### src/rtl/vga_timing_gen.sv
// Parametrised VGA sync/timing generator with a PIPE_DEPTH-matched pixel pipeline.
// Define VGA_TEST_PATTERN_EN to build in the 8-bar colour test pattern (selected by test_mode).
module vga_timing_gen #(
  parameter int H_VISIBLE  = 640,
  parameter int H_FRONT    = 16,
  parameter int H_SYNC     = 96,
  parameter int H_BACK     = 48,
  parameter int V_VISIBLE  = 480,
  parameter int V_FRONT    = 10,
  parameter int V_SYNC     = 2,
  parameter int V_BACK     = 33,
  parameter int HS_POL     = 0,
  parameter int VS_POL     = 0,
  parameter int PIPE_DEPTH = 1,
  parameter int CNT_W      = 10
) (
  input  logic             clk_25MHz,
  input  logic             rst,
  input  logic             en,
  input  logic             test_mode,
  input  logic [11:0]      pixel_in,
  output logic [CNT_W-1:0] h_count,
  output logic [CNT_W-1:0] v_count,
  output logic [CNT_W-1:0] pix_x,
  output logic [CNT_W-1:0] pix_y,
  output logic             pix_req,
  output logic             HS,
  output logic             VS,
  output logic             de,
  output logic             frame_start,
  output logic             line_start,
  output logic [11:0]      pixel_out
);

  localparam int H_TOTAL = H_SYNC + H_BACK + H_VISIBLE + H_FRONT;
  localparam int V_TOTAL = V_SYNC + V_BACK + V_VISIBLE + V_FRONT;

  if (PIPE_DEPTH < 1) begin : g_bad_depth
    $error("vga_timing_gen: PIPE_DEPTH must be at least 1");
  end
  if ((H_TOTAL > (1 << CNT_W)) || (V_TOTAL > (1 << CNT_W))) begin : g_bad_width
    $error("vga_timing_gen: CNT_W too narrow for H_TOTAL/V_TOTAL");
  end

  localparam logic [CNT_W-1:0] H_LAST     = CNT_W'(H_TOTAL - 1);
  localparam logic [CNT_W-1:0] V_LAST     = CNT_W'(V_TOTAL - 1);
  localparam logic [CNT_W-1:0] H_SYNC_END = CNT_W'(H_SYNC);
  localparam logic [CNT_W-1:0] V_SYNC_END = CNT_W'(V_SYNC);
  localparam logic [CNT_W-1:0] H_ACT0     = CNT_W'(H_SYNC + H_BACK);
  localparam logic [CNT_W-1:0] H_ACT1     = CNT_W'(H_SYNC + H_BACK + H_VISIBLE);
  localparam logic [CNT_W-1:0] V_ACT0     = CNT_W'(V_SYNC + V_BACK);
  localparam logic [CNT_W-1:0] V_ACT1     = CNT_W'(V_SYNC + V_BACK + V_VISIBLE);
  localparam logic             HS_LVL     = 1'(HS_POL);
  localparam logic             VS_LVL     = 1'(VS_POL);

  typedef struct packed {
    logic hs;
    logic vs;
    logic vis;
    logic fs;
    logic ls;
  } ctl_t;

  logic [CNT_W-1:0] h_q, h_d, v_q, v_d;

  always_comb begin
    h_d = h_q + CNT_W'(1);
    v_d = v_q;
    if (h_q == H_LAST) begin
      h_d = '0;
      v_d = (v_q == V_LAST) ? '0 : v_q + CNT_W'(1);
    end
  end

  always_ff @(posedge clk_25MHz) begin
    if (rst) begin
      h_q <= '0;
      v_q <= '0;
    end else if (en) begin
      h_q <= h_d;
      v_q <= v_d;
    end
  end

  // Stage 0: combinational decode of the raw counters
  ctl_t ctl_p0;

  always_comb begin
    ctl_p0.hs  = (h_q < H_SYNC_END);
    ctl_p0.vs  = (v_q < V_SYNC_END);
    ctl_p0.vis = (h_q >= H_ACT0) && (h_q < H_ACT1) && (v_q >= V_ACT0) && (v_q < V_ACT1);
    ctl_p0.fs  = (h_q == '0) && (v_q == '0);
    ctl_p0.ls  = (h_q == '0);
  end

  assign h_count = h_q;
  assign v_count = v_q;
  assign pix_req = ctl_p0.vis;
  assign pix_x   = ctl_p0.vis ? (h_q - H_ACT0) : '0;
  assign pix_y   = ctl_p0.vis ? (v_q - V_ACT0) : '0;

  // Stages 1..PIPE_DEPTH: control delay line; ctl_s[k] is stage k
  ctl_t [PIPE_DEPTH:0]   ctl_s;
  ctl_t [PIPE_DEPTH-1:0] ctl_q;

  assign ctl_s = {ctl_q, ctl_p0};

  always_ff @(posedge clk_25MHz) begin
    if (rst) begin
      ctl_q <= '0;
    end else if (en) begin
      ctl_q <= ctl_s[PIPE_DEPTH-1:0];
    end
  end

  assign HS          = ctl_s[PIPE_DEPTH].hs ? HS_LVL : ~HS_LVL;
  assign VS          = ctl_s[PIPE_DEPTH].vs ? VS_LVL : ~VS_LVL;
  assign de          = ctl_s[PIPE_DEPTH].vis;
  assign frame_start = ctl_s[PIPE_DEPTH].fs;
  assign line_start  = ctl_s[PIPE_DEPTH].ls;

  logic [11:0] pix_src;

`ifdef VGA_TEST_PATTERN_EN
  function automatic logic [11:0] bar_colour(input logic [2:0] idx);
    case (idx)
      3'd0:    bar_colour = 12'hFFF;
      3'd1:    bar_colour = 12'hFF0;
      3'd2:    bar_colour = 12'h0FF;
      3'd3:    bar_colour = 12'h0F0;
      3'd4:    bar_colour = 12'hF0F;
      3'd5:    bar_colour = 12'hF00;
      3'd6:    bar_colour = 12'h00F;
      default: bar_colour = 12'h000;
    endcase
  endfunction

  localparam logic [CNT_W+2:0] HVIS_W = (CNT_W+3)'(H_VISIBLE);

  // x must line up with stage PIPE_DEPTH-1, where the pixel register loads
  logic [CNT_W-1:0] x_al;
  logic [CNT_W+2:0] x8;
  logic [2:0]       bar_idx;

  if (PIPE_DEPTH == 1) begin : g_x_direct
    assign x_al = pix_x;
  end else begin : g_x_dly
    logic [CNT_W-1:0] x_q [PIPE_DEPTH-1];
    always_ff @(posedge clk_25MHz) begin
      if (en) begin
        x_q[0] <= pix_x;
        for (int k = 1; k < PIPE_DEPTH - 1; k++) x_q[k] <= x_q[k-1];
      end
    end
    assign x_al = x_q[PIPE_DEPTH-2];
  end

  assign x8      = {x_al, 3'b000};
  assign bar_idx = 3'(x8 / HVIS_W);
  assign pix_src = test_mode ? bar_colour(bar_idx) : pixel_in;
`else
  logic unused_test_mode;
  assign unused_test_mode = test_mode;
  assign pix_src          = pixel_in;
`endif

  // Stage PIPE_DEPTH: blanked pixel register, aligned with de
  always_ff @(posedge clk_25MHz) begin
    if (rst) begin
      pixel_out <= 12'h000;
    end else if (en) begin
      pixel_out <= ctl_s[PIPE_DEPTH-1].vis ? pix_src : 12'h000;
    end
  end

endmodule

### config.mk
export PLATFORM = sky130hd
export DESIGN_NAME = vga_timing_gen
export DESIGN_NICKNAME = d
export VERILOG_FILES = /design/src/rtl/vga_timing_gen.sv
export SDC_FILE = /design/constraint.sdc
export NUM_CORES = 1
export LEC_CHECK = 0
export ABC_AREA = 1
export CAP_MARGIN = 10
export CORE_MARGIN = 3
export CORE_UTILIZATION = 42
export CTS_BUF_LIST = sky130_fd_sc_hd__clkbuf_16
export CTS_CLUSTER_DIAMETER = 200
export DETAILED_ROUTE_END_ITERATION = 8
export PLACE_DENSITY_LB_ADDON = 0.12
export SYNTH_ARGS = -nofsm -noshare
export SYNTH_HDL_FRONTEND = slang
export SYNTH_SLANG_ARGS = --single-unit
### constraint.sdc
create_clock -name clk_25MHz -period 1.58 [get_ports clk_25MHz]
set_input_delay 0.237 -clock clk_25MHz [delete_from_list [all_inputs] [get_ports clk_25MHz]]
set_output_delay 0.237 -clock clk_25MHz [all_outputs]
set_load 0.02 [all_outputs]
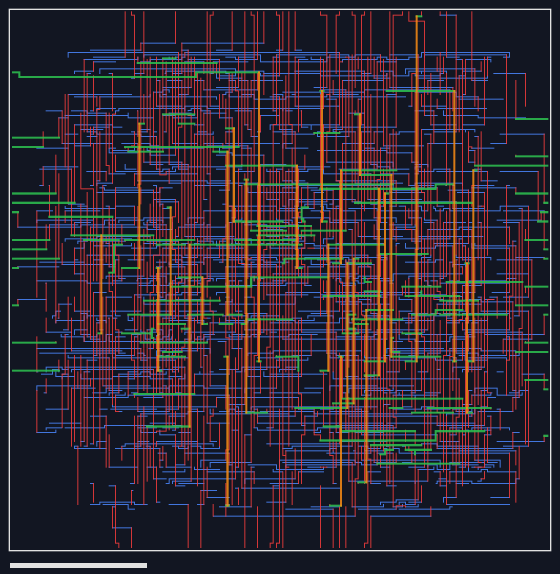
**Above:** run 1 (metal layers overlaid).
Scale bar: 20 um.
Key: orange = met4 [wire length 616 um]; blue = met1 [wire length 3970 um]; red = met2 [wire length 5470 um]; green = met3 [wire length 764 um]

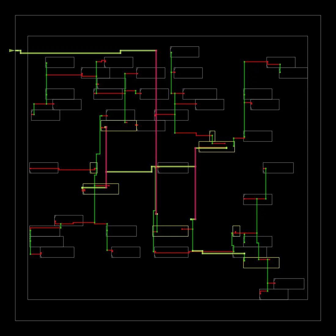
**Above:** run 1 (the clock network).
Seq Cell Count: 37
layout clock buffer count: 5

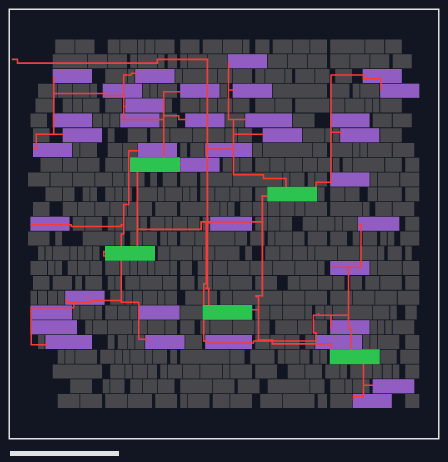
**Above:** run 1 (clock distribution).
Scale bar: 20 um.
Key: red = clock wires [length 558 um]; purple = flip-flops [count 37]; green = cells driving clock nets [count 5]
Position of the flops: widely spread. There are 6 routed clock nets.

==> results.toml, run 1 <==
# flow metrics
[floorplanning]
core_um2 = 4910
fp_util = 0.453
die_area_um2 = 6210
ios = 74
dieWidth_um = 78.8

[grt]
track_usage = 0.282
antenna_found_initial = 0
grt_pass1_vias = 2865
grt-ovfl-total = 0
grt_pass1_wl_um = 13600
grt_start_max_net_pins = 22

[placement]
dp_slack_ns = -0.694
port_buffers = 72
routabilityCongestion = 0.869
dp.cells = 524
post-dp-hpwl_um = 5520

[routing]
routed-via-count = 3063
ant_nets = 0
post_drt_wl_per_cell_um = 19.7
dr.first_iter.drc_count = 260

[setup_path]
worstReg2RegStart = "v_count[6]"
cp.arrival_ns = 1.95
crit_type = "register to output port"
regToRegSetupSlack_ns = -0.41
cp_cell_sequence = "nor2_2 -> inv_1 -> nor2_1 -> nand3_1 -> nand2_2 -> nor2_8 -> buf_6 -> inv_8 -> nor2_4 -> buf_6"
cp.buffers_inverters = 4
ff2ff_path_depth = 12
end_kind = "output port"
r2r-end = "pixel_out[1]"
cp_top_family = "simple AND/OR/NAND/NOR gates"
crit_path_end = "pix_y[7]"
crit_start = "v_count[6]"
path_max_fanout = 9
slowest_stage = "dfxtp_1"
critPathLaunchType = "register"
cp.required_ns = 1.34
cp_common_cell = "buf_6"
cp.depth = 10

[logic_synthesis]
synth_top_flop_cell = "dfxtp_1"
synth_seq_share = 0.333
synthArstFlopShare = 0
ys_cells = 319
edf_count = 0
synth_area_um2 = 2230
synth_cells = 319

[flow_run]
drv_cap = 0

[cts]
cts_buffer_depth = 2
clock_latency_ns = 0.29
cts.root.buffer_cell = "clkbuf_16"
ctsHtreeMaxLevel = 2
cts.clk_slew.worst_paths_ns = 0.05
numCtsBuffers = 5
cts.sinks = 37

[power_and_ir_drop]
power_density_nw_per_um2 = 493
power.leakage_nw = 2.03
peakVddDrop_v = 0.000470

[final_timing]
rsz0062_at_grt = "yes"
fin_ws_ns = -0.607
hold_viol_final = 0
period_used_share = 1.38
period_minus_slack_ns = 2.19
relSlewSlack = 0.757
whs_ns = 0.466
setup_viol = 39
worst_clock_skew_ns = 0.00512
fmax_mhz = 457
worst_slew_pin_slew_ns = 0.362

[cells_and_area]
fill_cells = 191
final_nets = 505
areaGrowthSynthToFinish_pct = 98.8
instances_no_fill = 549

[min_path]
hold_depth = 2

[outcome]
status = "finished with violations"
violations = "setup timing"
-- run 1: power breakdown --
group	total [mW]	switching [mW]	leakage, nW	internal [mW]
logic	0.257	0.139	1.65	0.117
registers	0.950	0.0113	0.306	0.939
clock network	0.972	0.399	0.0748	0.573
-- run 1: final cells by class --
cell class,count,area (um^2),share of cell area
clock buffers,5,125,0.0283
clock inverters,3,13.8,0.00311
inverters,43,190,0.0430
multi-input cells,228,1710,0.387
flip-flops and latches,37,769,0.174
well taps,67,83.8,0.0189
repair buffers,165,1520,0.343
repair inverters,1,11.3,0.00254
-- run 1: metrics by stage --
| step | power, mW | TNS [ns] |
|---|---|---|
| after floorplan | 1.05 | -3.49 |
| after CTS | 2.12 | -10.70 |
| after detailed placement | 1.17 | -19.40 |
| final | 2.18 | -17.57 |
| after global placement | 1.16 | -18.06 |
| after global routing | 2.21 | -19.92 |
-- run 1: logic make-up after synthesis --
group / after synthesis / synth area share
simple gates: 161 / 0.338
buf+inv: 54 / 0.111
compound gates: 47 / 0.125
flops: 37 / 0.333
xor+xnor: 12 / 0.0472
fa+ha+maj: 8 / 0.0450
-- run 1: routing by layer --
layer	global-route usage	routed length [um]	vias up
met5	0	0	-
met4	0.142	616	0
met3	0.0635	764	58
met2	0.497	5470	204
met1	0.319	3970	1452
li1	-	-	1349
-- run 1: sequential cells by signal, summed over array words and instances, names as in the netlist --
| name | count |
|---|---|
| de | 1 |
| v_count | 10 |
| pixel_out | 12 |
| frame_start | 1 |
| line_start | 1 |
| h_count | 10 |
| ctl_q | 2 |
-- run 1: worst min path at each step --
stage	start	to	slack (ns)
after global routing	pixel_out[3]	pixel_out[3]	0.50
after detailed placement	line_start	line_start	0.46
after global placement	pixel_out[11]	pixel_out[11]	0.45
final	pixel_out[0]	pixel_out[0]	0.47
after floorplan	rst	h_count[2]	0.32
after CTS	line_start	line_start	0.47
-- run 1: placed cells by master, fill, tap and decap left out, drive strengths merged --
cell             n
clkdlybuf4s50   32
a21oi           32
dfxtp           37
inv             44
buf            114
clkbuf           5
a31oi            1
clkinv           3
a211oi           1
o21a             1
nor2            47
a32oi            1
xor2            12
dlygate4sd2     15
nand2           74
nor3            10
nand3           21
ha               8
nand4            9
dlymetal6s2s     4
o21ai           11
-- run 1: Yosys cell counts, types with 3 or more instances --
library cell	number	area, um^2
nand2_2	5	31.3
nand2_1	69	259
a21oi_2	7	61.3
clkbuf_1	4	15.0
ha_1	8	100
nand3_2	7	70.1
nor3_1	8	40.0
nor2_2	3	18.8
nand4_1	8	50.1
xor2_1	12	105
dfxtp_1	37	741
nor2_1	43	161
a21oi_1	25	125
inv_1	41	154
nand3_1	14	70.1
o21ai_0	7	35.0
-- run 1: repair_timing --
action / 4_1_cts / 5_1_grt
pin swaps: 6 / 24
cloned: 2 / 0
endpoints found under the setup margin: 67 / 54
resized: 171 / 82
setup buffers: 6 / 12
-- run 1: worst register-to-register path, stage by stage (launching register included) --
cell,delay [ns]
dfxtp_1,0.32
nor2_2,0.19
inv_1,0.11
nor2_1,0.25
nand3_1,0.15
nand2_2,0.15
nor2_8,0.06
buf_6,0.13
buf_6,0.11
buf_6,0.13
buf_12,0.14
nand3_1,0.07
a21oi_1,0.06
--- run 2 (diff from run 1) ---
CORE_UTILIZATION = 55   (was 42)
DONT_BUFFER_PORTS = 1   (was not set)
==> run 2 against run 1 <==
  * The run still ends with setup timing left
  * Total power is 5.7% higher
  * Sequential power is 0.7% higher
  * Worst setup slack worse by 0.13 ns
  * Count of clock-buffer cells in the layout stayed put
  * Utilization is 5.3 points higher
  * Largest cell class unchanged
==> results.toml, run 2 <==
# flow metrics
[outcome]
status = "finished with violations"
violations = "setup timing"

[cells_and_area]
layout_top_cell = "buf_4"
final_nets = 422
logic_area_um2 = 1680
lay_top_cells = "63 x buf_4, 57 x nand2_1, 31 x inv_1"
postLayoutCoreUtil = 0.954
finalInstanceArea_um2 = 3600
fill_cells = 96
diodes = 0
instances_no_fill = 447
largest_register = "pixel_out"
largest_reg_flops = 12
areaGrowthSynthToFinish_pct = 61.7
drive_gt1_frac = 0.509
flop_area_um2 = 768

[logic_synthesis]
synthArstFlopShare = 0
edf_count = 0
top_area_cell = "dfxtp_1"
yosys_register_bits = 37
synth_top_cell_by_count = "nand2_1"
top_area_frac = 0.333
ys_area_um2 = 2230
synth_top_flop_cell = "dfxtp_1"
postSynthNetCount = 343
synth_area_um2 = 2230
yosysWarnings = 0
synth_seq_share = 0.333
ys_cells = 319
synth_cells = 319
netlist_top_cells_area = "dfxtp_1 33%, nand2_1 12%, nor2_1 7.3%"
synthDistinctLibCells = 31
syn_area_per_cell_um2 = 6.98
common_cells = "69 x nand2_1, 43 x nor2_1, 41 x inv_1"

[placement]
dp.cells = 418
post-dp-hpwl_um = 4670
port_buffers = 0
placed_area_um2 = 2870
routabilityCongestion = 0.893

[final_timing]
worst_clock_skew_ns = 0.00630
period_used_share = 1.46
period_minus_slack_ns = 2.31
slew_viol_final = 0
worst_slew_pin_slew_ns = 0.363
fin_ws_ns = -0.734
hold_viol_final = 0
rsz0062_at_grt = "yes"
fmax_mhz = 432
whs_ns = 0.000436
relSlewSlack = 0.757
setup_viol = 52

[flow_run]
drv_cap = 0
warnings = 35

[cts]
cts_tree = "yes"
cts.sinks = 37
cts.clk_slew.worst_paths_ns = 0.06
numCtsBuffers = 5
cts.root.buffer_cell = "clkbuf_16"
ctsHtreeMaxLevel = 2
cts_buffer_depth = 2

[grt]
track_usage = 0.338
antenna_found_initial = 0
grt_start_max_net_pins = 23
grt-ovfl-total = 0
grt_pass1_vias = 2655
grt_pass1_wl_um = 13200

[setup_path]
cp_cell_sequence = "inv_4 -> ha_4 -> nand2_2 -> nor2_2 -> nand2_1 -> nand2_2 -> nand3_4 -> nor2_8 -> buf_6 -> o21ai_4 -> a21oi_4"
crit_type = "register to output port"
critPathMaxStageDelay_ns = 0.36
cp.buffers_inverters = 2
path_max_fanout = 4
slowest_stage = "dfxtp_4"
critPathLaunchType = "register"
cp_top_family = "simple AND/OR/NAND/NOR gates"
cp.required_ns = 1.34
cp_common_cell = "nand2_2"
end_kind = "output port"
cp.arrival_ns = 2.08

[floorplanning]
core_um2 = 3770
rows = 22
fp_util = 0.590
ios = 74
die_area_um2 = 4850
dieWidth_um = 69.6
die_y_um = 69.6

[routing]
drt_drc_violations_left = 0
routed-via-count = 3114
post_drt_wl_per_cell_um = 26.8
dr.first_iter.drc_count = 473
drt-total-wl_um = 12000
vias_per_cell = 6.97
ant_nets = 0
dr.pass1.iters = 8

[min_path]
min_path_type = "input pin to register"

[power_and_ir_drop]
total_power_mw = 2.30
power.leakage_nw = 1.55
power_density_nw_per_um2 = 640
peakVddDrop_v = 0.000717
-- run 2: cell counts after synthesis --
No cell type changed its count.
-- run 2: what timing repair did --
action	4_1_cts	5_1_grt
hold buffers	0	0
setup buffers	10	8
endpoints found under the setup margin	52	50
pin swaps	8	17
resized	35	66
cloned	3	0
-- run 2: worst reg2reg max path, stage by stage, from the launching register on --
cell and delay [ns]:
dfxtp_4 0.36, inv_4 0.09, ha_4 0.15, nand2_2 0.08, nor2_2 0.14, nand2_1 0.09
nand2_2 0.10, nand3_4 0.10, nor2_8 0.18, buf_4 0.14, buf_4 0.10, bufbuf_16 0.26
nand3_1 0.11, a21oi_1 0.18
-- run 2: final cells by class --
class | instances | area share
tap | 48 | 0.0167
clock buffer | 5 | 0.0348
timing repair inverter | 2 | 0.00487
clock inverter | 3 | 0.0111
multi-input combinational | 228 | 0.468
inverter | 43 | 0.0529
sequential | 37 | 0.213
timing repair buffer | 81 | 0.199
-- run 2: worst paths after layout --
| kind | startpoint | end | slack [ns] | cells after the start |
|---|---|---|---|---|
| setup / recovery | h_count[5] | pix_y[5] | -0.73 | 11 |
| hold / removal | rst | pixel_out[1] | 0.0004 | 1 |
| hold reg to reg | ctl_q[4] | ctl_q[4] | 0.54 | 2 |
| setup reg to reg | h_count[5] | pixel_out[2] | -0.57 | 13 |
-- run 2: cells by family (layout without fill, tap and decap cells) --
logic type,after synthesis,after routing,synth area share
xor gates and xnor gates,12,12,0.0472
and+or+nand+nor,161,161,0.338
AOI/OAI and AO/OA,47,47,0.125
buffers and inverters,54,134,0.111
adders and majority gates,8,8,0.0450
DFF,37,37,0.333
-- run 2: routing by layer --
layer,share of wire,vias up,track usage
li1,-,1179,-
met1,0.33,1411,0.367
met2,0.44,374,0.582
met3,0.13,150,0.117
met4,0.10,0,0.170
met5,0,-,0
-- run 2: per-stage QoR --
stage / TNS [ns] / setup slack [ns]
3_3_place_gp: -3.56 / -0.186
5_1_grt: -25.16 / -0.756
4_1_cts: -10.32 / -0.426
6_report: -23.24 / -0.734
3_5_place_dp: -5.62 / -0.236
2_1_floorplan: -3.49 / -0.204
-- run 2: where the power goes --
group | leakage, nW | total (mW) | switching (mW) | internal [mW]
clock | 0.0818 | 1.18 | 0.438 | 0.741
sequential | 0.306 | 0.957 | 0.0186 | 0.939
combinational | 1.16 | 0.167 | 0.103 | 0.0642
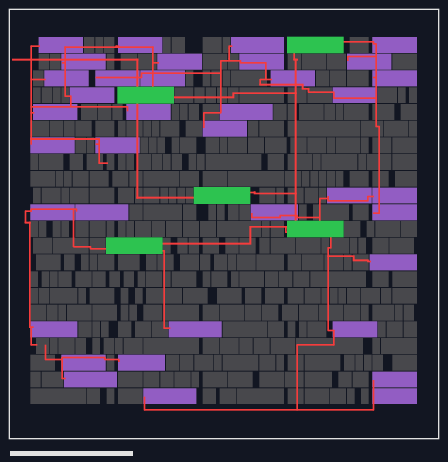
**Above:** run 2 (clock distribution).
Scale bar: 20 um.
clk_lat worst skew: 0.29 ns
clock share of power: 0.512
Clk power: 1.18 mW

Power and IR drop assume default switching activity.
